**src/rtl/multicycle_control.sv**
```systemverilog
`default_nettype none
// ============================================================================
// Module   : multicycle_control
// Purpose  : Main control FSM of the multicycle MIPS core. Decodes the opcode
//            held in the instruction register, sequences fetch, decode,
//            execute, memory and writeback, and drives every datapath enable,
//            mux select and the ALUOp code for the ALU control decoder.
// Ports    : clk            - system clock, rising edge
//            reset          - asynchronous, active-low reset
//            OP[5:0]        - opcode field from the IR
//            PCWrite        - unconditional PC load
//            PCWriteCondEQ  - PC load when ALU Zero=1 (BEQ)
//            PCWriteCondNE  - PC load when ALU Zero=0 (BNE)
//            IorD           - memory address select (0=PC, 1=ALUOut)
//            MemRead/MemWrite - memory strobes
//            IRWrite        - instruction register load
//            MemtoReg       - regfile write data (0=ALUOut, 1=MDR)
//            RegDst         - write register (0=rt, 1=rd)
//            RegWrite       - regfile write enable
//            ALUSrcA        - 0=PC, 1=rs
//            ALUSrcB[1:0]   - 00=rt, 01=4, 10=ext imm, 11=ext imm<<2
//            ExtZero        - zero-extend immediate (ORI)
//            PCSource[1:0]  - 00=ALU result, 01=ALUOut, 10=jump target
//            ALUOp[1:0]     - 00=add, 01=or, 10=sub, 11=R-type
//            InstrDone      - final cycle of each instruction
//            IllegalOp      - DECODE with an unsupported opcode (Mealy)
//            State          - current state code, for debug
// Revision : 1.0 - initial release
// ============================================================================
module multicycle_control #(
    parameter int STATE_W = 4
) (
    input  logic               clk,
    input  logic               reset,
    input  logic [5:0]         OP,
    output logic               PCWrite,
    output logic               PCWriteCondEQ,
    output logic               PCWriteCondNE,
    output logic               IorD,
    output logic               MemRead,
    output logic               MemWrite,
    output logic               IRWrite,
    output logic               MemtoReg,
    output logic               RegDst,
    output logic               RegWrite,
    output logic               ALUSrcA,
    output logic [1:0]         ALUSrcB,
    output logic               ExtZero,
    output logic [1:0]         PCSource,
    output logic [1:0]         ALUOp,
    output logic               InstrDone,
    output logic               IllegalOp,
    output logic [STATE_W-1:0] State
);

    typedef enum logic [STATE_W-1:0] {
        S_FETCH   = 4'd0,
        S_DECODE  = 4'd1,
        S_MEMADR  = 4'd2,
        S_MEMRD   = 4'd3,
        S_MEMWB   = 4'd4,
        S_MEMWR   = 4'd5,
        S_RTEXE   = 4'd6,
        S_RTWB    = 4'd7,
        S_BRANCH  = 4'd8,
        S_JUMP    = 4'd9,
        S_ADDIEXE = 4'd10,
        S_ORIEXE  = 4'd11,
        S_IDLE    = 4'd12,
        S_IWB     = 4'd13
    } state_t;

    localparam logic [5:0] c_OP_RTYPE = 6'h00;
    localparam logic [5:0] c_OP_J     = 6'h02;
    localparam logic [5:0] c_OP_BEQ   = 6'h04;
    localparam logic [5:0] c_OP_BNE   = 6'h05;
    localparam logic [5:0] c_OP_ADDI  = 6'h08;
    localparam logic [5:0] c_OP_ORI   = 6'h0D;
    localparam logic [5:0] c_OP_LW    = 6'h23;
    localparam logic [5:0] c_OP_SW    = 6'h2B;

    // All Moore outputs bundled so they can be decoded and registered together.
    typedef struct packed {
        logic       pc_write;
        logic       pc_cond_eq;
        logic       pc_cond_ne;
        logic       iord;
        logic       mem_read;
        logic       mem_write;
        logic       ir_write;
        logic       mem_to_reg;
        logic       reg_dst;
        logic       reg_write;
        logic       alu_src_a;
        logic [1:0] alu_src_b;
        logic       ext_zero;
        logic [1:0] pc_source;
        logic [1:0] alu_op;
        logic       instr_done;
    } ctrl_t;

    state_t r_state;
    state_t w_next;
    ctrl_t  w_ctrl;
    logic   w_illegal;

    // Opcode not in the supported set.
    always_comb begin
        w_illegal = 1'b1;
        case (OP)
            c_OP_RTYPE, c_OP_J, c_OP_BEQ, c_OP_BNE,
            c_OP_ADDI, c_OP_ORI, c_OP_LW, c_OP_SW: w_illegal = 1'b0;
            default:                               w_illegal = 1'b1;
        endcase
    end

    // Next-state logic. OP is only consulted in DECODE and MEMADR.
    always_comb begin
        w_next = S_FETCH;
        case (r_state)
            S_IDLE:    w_next = S_FETCH;
            S_FETCH:   w_next = S_DECODE;
            S_DECODE: begin
                case (OP)
                    c_OP_RTYPE:         w_next = S_RTEXE;
                    c_OP_LW, c_OP_SW:   w_next = S_MEMADR;
                    c_OP_BEQ, c_OP_BNE: w_next = S_BRANCH;
                    c_OP_J:             w_next = S_JUMP;
                    c_OP_ADDI:          w_next = S_ADDIEXE;
                    c_OP_ORI:           w_next = S_ORIEXE;
                    default:            w_next = S_FETCH;
                endcase
            end
            S_MEMADR:  w_next = (OP == c_OP_LW) ? S_MEMRD : S_MEMWR;
            S_MEMRD:   w_next = S_MEMWB;
            S_RTEXE:   w_next = S_RTWB;
            S_ADDIEXE: w_next = S_IWB;
            S_ORIEXE:  w_next = S_IWB;
            default:   w_next = S_FETCH;
        endcase
    end

    // Output decode of the state being entered; registering it yields Moore
    // outputs that line up with State without a combinational path from it.
    // The branch condition selects use OP at the DECODE->BRANCH edge, so later
    // OP changes have no effect.
    always_comb begin
        w_ctrl = '0;
        case (w_next)
            S_FETCH: begin
                w_ctrl.mem_read  = 1'b1;
                w_ctrl.ir_write  = 1'b1;
                w_ctrl.pc_write  = 1'b1;
                w_ctrl.alu_src_b = 2'b01;
            end
            S_DECODE: begin
                w_ctrl.alu_src_b = 2'b11;
            end
            S_MEMADR, S_ADDIEXE: begin
                w_ctrl.alu_src_a = 1'b1;
                w_ctrl.alu_src_b = 2'b10;
            end
            S_MEMRD: begin
                w_ctrl.mem_read = 1'b1;
                w_ctrl.iord     = 1'b1;
            end
            S_MEMWB: begin
                w_ctrl.reg_write  = 1'b1;
                w_ctrl.mem_to_reg = 1'b1;
                w_ctrl.instr_done = 1'b1;
            end
            S_MEMWR: begin
                w_ctrl.mem_write  = 1'b1;
                w_ctrl.iord       = 1'b1;
                w_ctrl.instr_done = 1'b1;
            end
            S_RTEXE: begin
                w_ctrl.alu_src_a = 1'b1;
                w_ctrl.alu_op    = 2'b11;
            end
            S_RTWB: begin
                w_ctrl.reg_write  = 1'b1;
                w_ctrl.reg_dst    = 1'b1;
                w_ctrl.instr_done = 1'b1;
            end
            S_BRANCH: begin
                w_ctrl.alu_src_a  = 1'b1;
                w_ctrl.alu_op     = 2'b10;
                w_ctrl.pc_source  = 2'b01;
                w_ctrl.pc_cond_eq = (OP == c_OP_BEQ);
                w_ctrl.pc_cond_ne = (OP == c_OP_BNE);
                w_ctrl.instr_done = 1'b1;
            end
            S_JUMP: begin
                w_ctrl.pc_write   = 1'b1;
                w_ctrl.pc_source  = 2'b10;
                w_ctrl.instr_done = 1'b1;
            end
            S_ORIEXE: begin
                w_ctrl.alu_src_a = 1'b1;
                w_ctrl.alu_src_b = 2'b10;
                w_ctrl.ext_zero  = 1'b1;
                w_ctrl.alu_op    = 2'b01;
            end
            S_IWB: begin
                w_ctrl.reg_write  = 1'b1;
                w_ctrl.instr_done = 1'b1;
            end
            default: w_ctrl = '0;
        endcase
    end

    // State register and registered outputs; async reset clears every strobe
    // immediately, without waiting for a clock edge.
    always_ff @(posedge clk or negedge reset) begin
        if (!reset) begin
            r_state       <= S_IDLE;
            PCWrite       <= 1'b0;
            PCWriteCondEQ <= 1'b0;
            PCWriteCondNE <= 1'b0;
            IorD          <= 1'b0;
            MemRead       <= 1'b0;
            MemWrite      <= 1'b0;
            IRWrite       <= 1'b0;
            MemtoReg      <= 1'b0;
            RegDst        <= 1'b0;
            RegWrite      <= 1'b0;
            ALUSrcA       <= 1'b0;
            ALUSrcB       <= 2'b00;
            ExtZero       <= 1'b0;
            PCSource      <= 2'b00;
            ALUOp         <= 2'b00;
            InstrDone     <= 1'b0;
        end else begin
            r_state       <= w_next;
            PCWrite       <= w_ctrl.pc_write;
            PCWriteCondEQ <= w_ctrl.pc_cond_eq;
            PCWriteCondNE <= w_ctrl.pc_cond_ne;
            IorD          <= w_ctrl.iord;
            MemRead       <= w_ctrl.mem_read;
            MemWrite      <= w_ctrl.mem_write;
            IRWrite       <= w_ctrl.ir_write;
            MemtoReg      <= w_ctrl.mem_to_reg;
            RegDst        <= w_ctrl.reg_dst;
            RegWrite      <= w_ctrl.reg_write;
            ALUSrcA       <= w_ctrl.alu_src_a;
            ALUSrcB       <= w_ctrl.alu_src_b;
            ExtZero       <= w_ctrl.ext_zero;
            PCSource      <= w_ctrl.pc_source;
            ALUOp         <= w_ctrl.alu_op;
            InstrDone     <= w_ctrl.instr_done;
        end
    end

    // Only combinational output: flags a bad opcode while it is being decoded.
    assign IllegalOp = (r_state == S_DECODE) && w_illegal;
    assign State     = r_state;

endmodule
`default_nettype wire

```
**config.mk**
```make
export PLATFORM = sky130hd
export DESIGN_NAME = multicycle_control
export DESIGN_NICKNAME = d
export VERILOG_FILES = /design/src/rtl/multicycle_control.sv
export SDC_FILE = /design/constraint.sdc
export NUM_CORES = 1
export LEC_CHECK = 0
export CAP_MARGIN = 20
export CORE_UTILIZATION = 40
export CTS_BUF_LIST = sky130_fd_sc_hd__clkbuf_8
export CTS_CLUSTER_SIZE = 14
export DETAILED_ROUTE_END_ITERATION = 8
export MAX_ROUTING_LAYER = met4
export PLACE_DENSITY = 0.69
export SYNTH_ARGS = -nofsm -noshare
export SYNTH_HDL_FRONTEND = slang
export SYNTH_SLANG_ARGS = --single-unit
```
**constraint.sdc**
```tcl
create_clock -name clk -period 2 [get_ports clk]
set_input_delay 0.3 -clock clk [delete_from_list [all_inputs] [get_ports clk]]
set_output_delay 0.3 -clock clk [all_outputs]
set_load 0.05 [all_outputs]
```
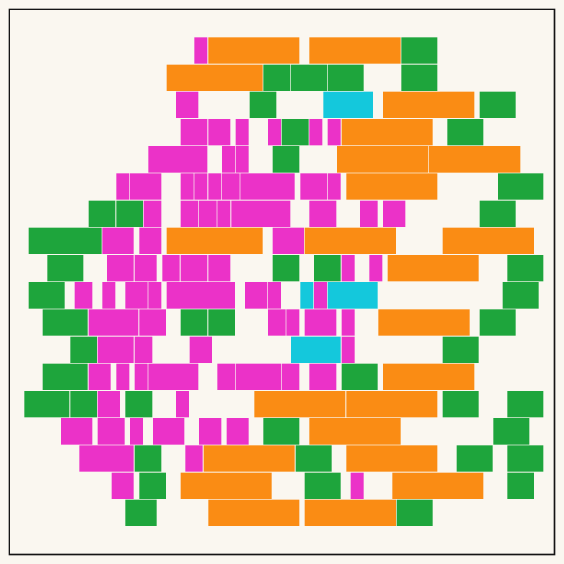
*Cell classes on the final placement, run 1*
Drawn at 10 px/um.
cyan -> clock drivers and dummy loads  # cells 4
orange -> sequential cells  # cells 23
magenta -> combinational and other logic  # cells 76
green -> remaining buffers and delay cells  # cells 45

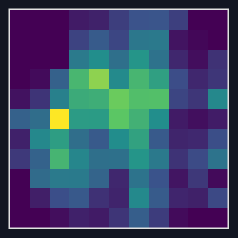
*Wiring heat map, run 1*
Drawn at 4 px/um. 11 x 11 tiles, from dark purple (low) to yellow (high), scaled to the fullest tile. Values are wire area over tile area, all layers added.
nearly empty tiles = 17%
emptiest ninth of the die = top left
densest ninth of the die = middle

==> impl_metrics.env, run 1 <==
# implementation run metrics
export IMPL_antenna_cells_inserted=0
export IMPL_groute_usage_overall=0.190
export IMPL_core_rowCount=18
export IMPL_synthCells=105
export IMPL_synth_top_cell_by_count="sky130_fd_sc_hd__dfrtp_1"
export IMPL_largest_voltage_drop_on_the_vdd_net_mv=1.01
export IMPL_post_synth_top_area_fraction=0.479
export IMPL_setup_violations_final=0
export IMPL_synth_compound_area_share=0.157
export IMPL_hp_class="in -> async"
export IMPL_internal_power_uw=949
export IMPL_finish_utilization=0.622
export IMPL_ys_flops=23
export IMPL_status="complete, no violations"
export IMPL_post_route_period_util=0.955
export IMPL_tritoncts="done"
export IMPL_area_share_clock_buf_inv=0.0285
export IMPL_worstPathMaxFanout=7
export IMPL_muxShareOfSynthArea=0
export IMPL_synth_cell_area_um2=1100
export IMPL_timing_fmax_mhz=523
export IMPL_layout_buffer_nonclock_area_share=0.271
export IMPL_path_clk_slew_ns=0.07
export IMPL_synth_sequential_area_ratio=0.527
export IMPL_layout_cell_area_non_filler_um2=1580
export IMPL_cp_slowest_stage_delay_ns=0.86
export IMPL_route_detailed_vias_per_inst=5.16
export IMPL_final_cells=178
export IMPL_post_synth_and_or_nand_nor_area_fraction=0.252
export IMPL_holdBufCountCts=0
export IMPL_route_detailed_wl_per_inst_um=13.0
export IMPL_grt_ovfl_total=0
export IMPL_count_of_final_hold_check_violations=0
export IMPL_final_max_slew_violation_count=0
export IMPL_grtUsageMet1=0.243
export IMPL_critical_path_slowest_cell="sky130_fd_sc_hd__clkdlybuf4s50_1"
export IMPL_leakage_power_figure_nw=0.761
export IMPL_worst_ep_arrival_time_ns=1.61
export IMPL_tap_cells=30
export IMPL_layout_min_cycle_time_ns=1.91
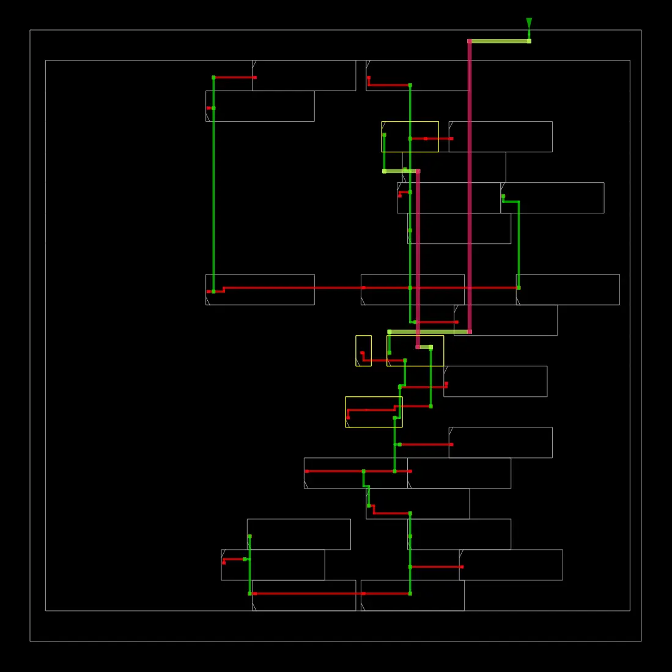
*Clock routing, run 1*
Clock Sinks: 23
Clock Latency Late Sink: 0.26 ns

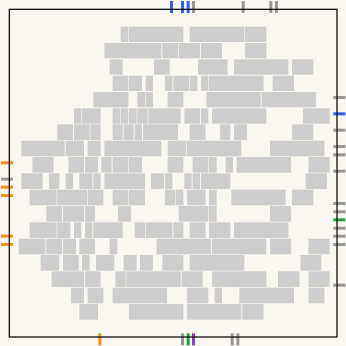
*Pin map, run 1*
Drawn at 6 px/um. Pins as bars across the die edge, other pins in gray.
orange -> OP  # pins 6, direction input, edge 5 left, 1 bottom
green -> PCSource  # pins 2, direction output, edge 1 bottom, 1 right
purple -> PCWriteCondNE  # pins 1, direction output, edge bottom
blue -> State  # pins 4, direction output, edge 3 top, 1 right
all pins by edge = 13 right, 7 top, 6 bottom, 6 left

### The metal 3 layer, run 1

Drawn at 8 px/um.
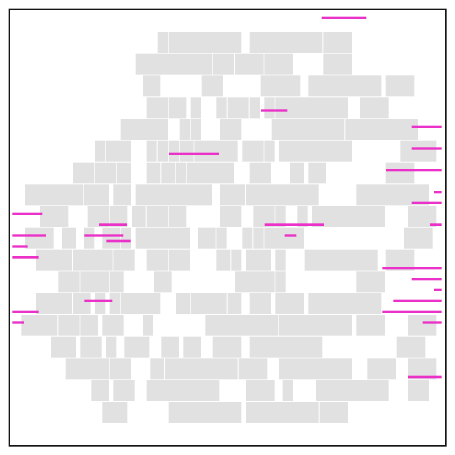

==> run 2: changes to the inputs <==
- CAP_MARGIN: 20 -> default
- MAX_ROUTING_LAYER: met4 -> default
- PLACE_DENSITY: 0.69 -> 0.7
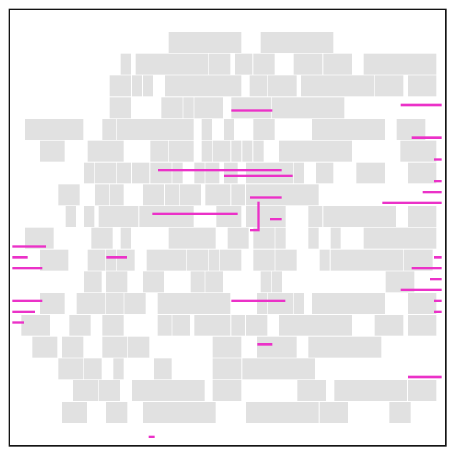
*The metal 3 layer, run 2*
Drawn at 8 px/um.
share of all routed wire = 4.5%
wire length on this layer = 109 um
longest straight run = 15.2 um
main direction = horizontal

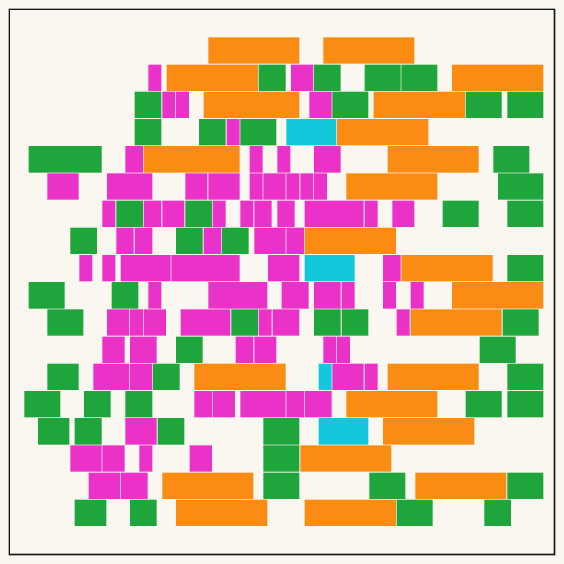
*Cell classes on the final placement, run 2*
Drawn at 10 px/um.
green -> remaining buffers and delay cells  # cells 51
orange -> sequential cells  # cells 23
cyan -> clock drivers and dummy loads  # cells 4
magenta -> combinational and other logic  # cells 76

==> impl_metrics.env, run 2 <==
# implementation run metrics
export IMPL_grtUsageMet1=0.210
export IMPL_post_synth_top_area_fraction=0.479
export IMPL_path_clk_slew_ns=0.07
export IMPL_synth_top_cell_by_count="sky130_fd_sc_hd__dfrtp_1"
export IMPL_synthCells=105
export IMPL_synth_sequential_area_ratio=0.527
export IMPL_insertion_delay_ns=0.26
export IMPL_setup_violations_final=0
export IMPL_internal_power_uw=957
export IMPL_area_share_clock_buf_inv=0.0280
export IMPL_final_cells=184
export IMPL_muxShareOfSynthArea=0
export IMPL_route_detailed_vias_per_inst=5.21
export IMPL_groute_usage_overall=0.190
export IMPL_post_synth_and_or_nand_nor_area_fraction=0.252
export IMPL_count_of_final_hold_check_violations=0
export IMPL_hp_class="in -> async"
export IMPL_critical_path_slowest_cell="sky130_fd_sc_hd__clkdlybuf4s50_1"
export IMPL_tritoncts_num_sinks=23
export IMPL_holdBufCountCts=0
export IMPL_status="complete, no violations"
export IMPL_ys_flops=23
export IMPL_synth_cell_area_um2=1100
export IMPL_largest_voltage_drop_on_the_vdd_net_mv=1.07
export IMPL_worstPathMaxFanout=8
export IMPL_layout_min_cycle_time_ns=1.94
export IMPL_route_detailed_wl_per_inst_um=13.1
export IMPL_worst_ep_arrival_time_ns=1.64
export IMPL_core_rowCount=18
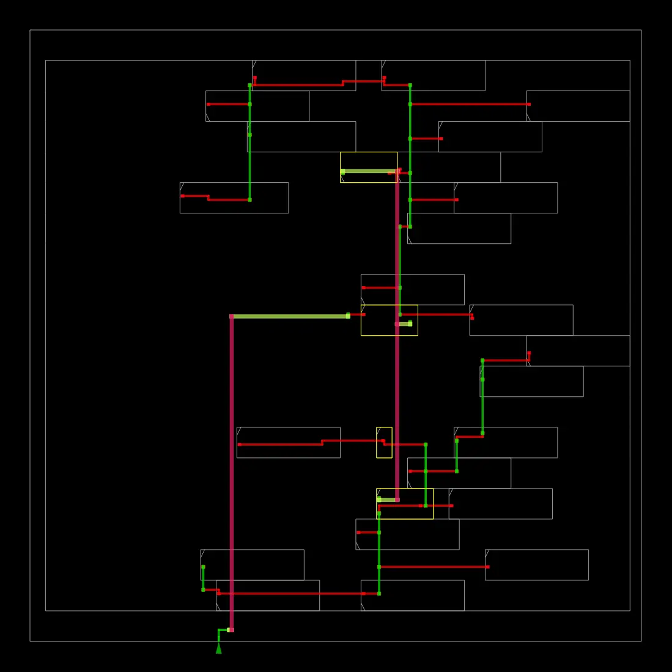
*Clock routing, run 2*
seq_cells: 23
total CTS buffers: 3
Layout Skew: 0.00117 ns
number of clock buffers in the layout: 3
power of the clock network: 272 uW

==> run 3: changes to the inputs <==
- GPL_ROUTABILITY_DRIVEN: default -> 0
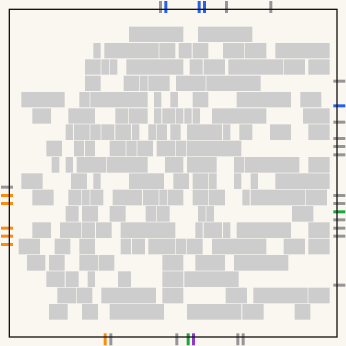
*Pin map, run 3*
Drawn at 6 px/um. Pins as bars across the die edge, other pins in gray.
number of buffers inserted by port buffering: 31
Chip Height: 54.4 um
horizontal extent of the die: 54.4 um

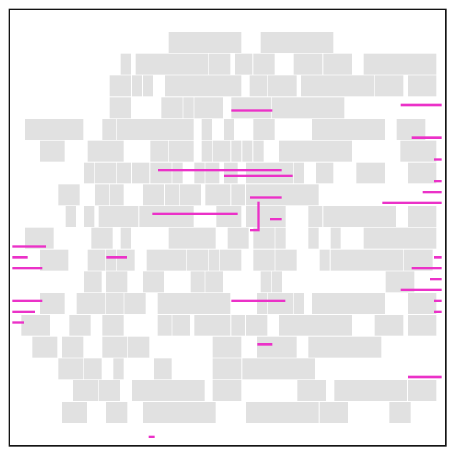
*The metal 3 layer, run 3*
Drawn at 8 px/um.
share of all routed wire = 4.5%
nets with wire on the layer = 25
main direction = horizontal

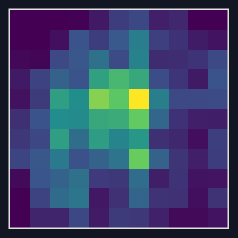
*Wiring heat map, run 3*
Drawn at 4 px/um. 11 x 11 tiles, from dark purple (low) to yellow (high), scaled to the fullest tile. Values are wire area over tile area, all layers added.
mean over tiles = 0.13
emptiest ninth of the die = top left
nearly empty tiles = 9.1%
densest ninth of the die = middle
tiles over half the peak = 12%
fullest tile = 0.55

==> impl_metrics.env, run 3 <==
# implementation run metrics
export IMPL_layout_skew_ns=0.00117
export IMPL_floorplan_core_area_um2=2540
export IMPL_muxShareOfSynthArea=0
export IMPL_clock_net_power_uw=272
export IMPL_fin_ws_ns=0.0551
export IMPL_grtUsageMet1=0.210
export IMPL_power_density_nw_per_um2=1020
export IMPL_area_share_clock_buf_inv=0.0280
export IMPL_groute_usage_overall=0.190
export IMPL_cp_slowest_stage_delay_ns=0.61
export IMPL_post_cts_buffers=0
export IMPL_insertion_delay_ns=0.26
export IMPL_grt_busiest_layer="met2"
export IMPL_path_clk_slew_ns=0.07
export IMPL_route_detailed_vias_per_inst=5.21
export IMPL_synth_cell_area_um2=1100
export IMPL_largest_voltage_drop_on_the_vdd_net_mv=1.07
export IMPL_critical_path_slowest_cell="sky130_fd_sc_hd__clkdlybuf4s50_1"
export IMPL_cts_buffers=3
export IMPL_internal_power_uw=957
export IMPL_tritoncts_num_sinks=23
export IMPL_count_of_final_hold_check_violations=0
export IMPL_core_rowCount=18
export IMPL_final_cells=184
export IMPL_drt_pre_antenna_iters=4
export IMPL_setup_reg_to_reg_worst_slack_ns=0.22
export IMPL_setup_violations_final=0
export IMPL_n_clock_buffer=3
export IMPL_post_synth_top_area_fraction=0.479
export IMPL_post_synth_and_or_nand_nor_area_fraction=0.252
export IMPL_status="complete, no violations"
export IMPL_setup_crit_path_kind="in -> out"
export IMPL_hp_class="in -> async"
export IMPL_nFillCells=230
export IMPL_synthCells=105
export IMPL_layout_min_cycle_time_ns=1.94
export IMPL_synth_top_cell_by_count="sky130_fd_sc_hd__dfrtp_1"
export IMPL_worst_ep_arrival_time_ns=1.64
export IMPL_ys_flops=23
Power is estimated from default activity; no workload was simulated.
